==> config.mk <==
export PLATFORM = sky130hd
export DESIGN_NAME = comms_rx_buffer
export DESIGN_NICKNAME = d
export VERILOG_FILES = /design/src/rtl/comms_pkg.sv /design/src/rtl/comms_rx_bank_ram.sv /design/src/rtl/comms_rx_buffer.sv
export SDC_FILE = /design/constraint.sdc
export NUM_CORES = 1
export LEC_CHECK = 0
export CORE_MARGIN = 1.5
export CORE_UTILIZATION = 53
export CTS_BUF_LIST = sky130_fd_sc_hd__clkbuf_4 sky130_fd_sc_hd__clkbuf_8 sky130_fd_sc_hd__clkbuf_16
export CTS_CLUSTER_DIAMETER = 200
export CTS_CLUSTER_SIZE = 25
export DETAILED_ROUTE_END_ITERATION = 8
export PLACE_DENSITY = 0.78
export SYNTH_ARGS = -nofsm -noshare
export SYNTH_HDL_FRONTEND = slang
export SYNTH_HIERARCHICAL = 1
export SYNTH_SLANG_ARGS = --single-unit
==> constraint.sdc <==
create_clock -name clk -period 2.73 [get_ports clk]
set_input_delay 0.4095 -clock clk [delete_from_list [all_inputs] [get_ports clk]]
set_output_delay 0.4095 -clock clk [all_outputs]
set_load 0.1 [all_outputs]
pdn.png
Scale bar: 50 µm. Pins as bars on the die edge. Tap cells in grey.
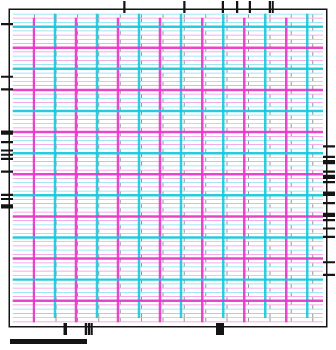
Magenta is VSS. Cyan is VDD.
49 signal pins sit on the boundary. The core has 73 rows. 525 tap cells.
floorplan die width: 203.9 µm
placeable core region: 39,730 µm²
vertical extent of the die: 203.9 µm

cell_classes.png
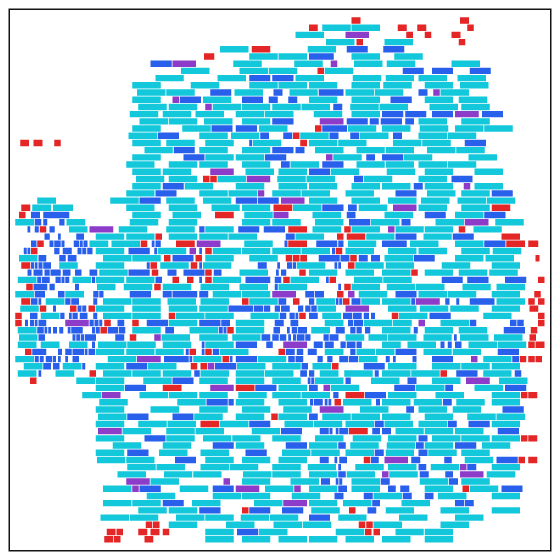
Blue is all other logic, cells 421, share of their area 21%. Cyan is flops, cells 557, share of their area 70%. Red is other buffers and delay cells, cells 141, share of their area 5.6%. Purple is clock drivers and dummy loads, cells 48, share of their area 3.6%.
final non-filler cell area: 23,840 µm²
final core area utilization: 60.01%
FP Rows: 73
flop share of the area: 68.27%

==> out/metrics.yaml <==
outcome: "complete, no violations"
tritoncts.num_buffers: 26
cts.sink_count: 557
postRouteAntennaNets: 0
grt_first_pass_wirelength_um: 69830
slew-limit-headroom_pct: 27.13
vias_in_the_first_global_route: 10643
critical_path_buf_inv_count: 2
wl_per_cell_um: 27.64
synth_flops: 557
synth-compound-area-share_pct: 4.031
netlist.top_cell.by_instances: "sky130_fd_sc_hd__edfxtp_1"
core_util_floorplan_pct: 53.83
openroad.warnings: 28
ioPinCount: 49
net-switching-power_w: 0.003439
sequentialPowerShare_pct: 61.8
clock_buffer_count: 46
clkTransAtPathRegs_ns: 0.09
mux_share_pct: 15.05
placedCellCount: 1643
grtUsageMet2_pct: 37.55
critPathArrivalTime_ns: 2.71
layout.area.comb_um2: 4738
grt_start_max_net_pins: 34
worst_path_max_delay_cell: "sky130_fd_sc_hd__or3b_4"
area_leader_share_pct: 71.89
cts-root-to-sink-buffers: 3
power.clock.fraction_pct: 29.7
nNonClkInverters: 8
finalClockPeriodUsage_pct: 88.40
port_buffers: 48
via_density: 6.329
cpLargestDelayFamily: "simple AND/OR/NAND/NOR gates"
power.share.switching_pct: 22.43
biggestCellCategory: "sequential cells"
netlist.top_cell.by_area: "sky130_fd_sc_hd__edfxtp_1"
nonClockBufferCount: 141
dominant_cells_by_area_after_synthesis: "sky130_fd_sc_hd__edfxtp_1, sky130_fd_sc_hd__mux4_2, sky130_fd_sc_hd__dfxtp_1, sky130_fd_sc_hd__mux2i_1, sky130_fd_sc_hd__mux4_1"
seq_area_um2: 16280
cp_slowest_stage_delay_ns: 0.53
timing.final.ws_setup_ns: 0.3167
gr-usage-all-layers_pct: 23.04
grt_setup_unrepaired: "no"
max_cap_viol_count: 0
syn-num-nets: 1058
ys_area_um2: 21390
crit_type: "flop to flop"
irDropWorstVdd_mv: 0.3741
skew_final_ns: 0.03316
synth_async_sr_flop_share_pct: 0
drive_gt1_share_pct: 25.45
buf_share_pct: 5.468
maximum_clock_frequency_ghz: 0.4144
antenna_cells: 0
place.gp.congestion: 0.8883
powerComb_w: 0.00131
leakage_nw: 7.711
final_std_cells_w_o_fill: 1692
timing.critical_path.cells: "inv_1, ha_1, and4bb_1, nor2_1, or3b_4, nor2_2, buf_4"
num-nets-final: 1174
worstPathMaxFanout: 8
nFillCells: 2744
worst_slew_pin_slew_ns: 1.091
comb_cells: 413
p_comb_share_pct: 8.5
synth.cellmix.xorXnorShare_pct: 0.2048
synthesis.instances: 1031
highest-signal-layer: "met4"
and_or_nand_nor_cells_area_fraction_pct: 2.627
final_max_slew_viol_count: 0
power.density_cell_area_nw_per_um2: 643.2
internal-power_w: 0.01190
drt_first_pass_iters: 6
clock_area_share_pct: 3.511
-- placed cells by master, fill, tap and decap left out, drive strengths merged, types with 14 or more instances in the layout --
| master | netlist | final |
|---|---|---|
| clkdlybuf4s50 | 0 | 21 |
| nor2 | 56 | 56 |
| o21ai | 15 | 15 |
| buf | 40 | 120 |
| a221o | 16 | 16 |
| edfxtp | 512 | 512 |
| mux2i | 65 | 65 |
| a21oi | 14 | 14 |
| a22oi | 21 | 21 |
| mux4 | 112 | 112 |
| nand2 | 18 | 18 |
| a31oi | 16 | 16 |
| clkbuf | 13 | 46 |
| dfxtp | 45 | 45 |
-- metrics by stage --
step           TNS [ns]  power (W)
2_1_floorplan    -21.30    0.01044
3_3_place_gp          0    0.01093
3_5_place_dp          0    0.01096
4_1_cts               0    0.01538
5_1_grt               0    0.01574
6_report              0    0.01534
Power and IR drop assume default switching activity.
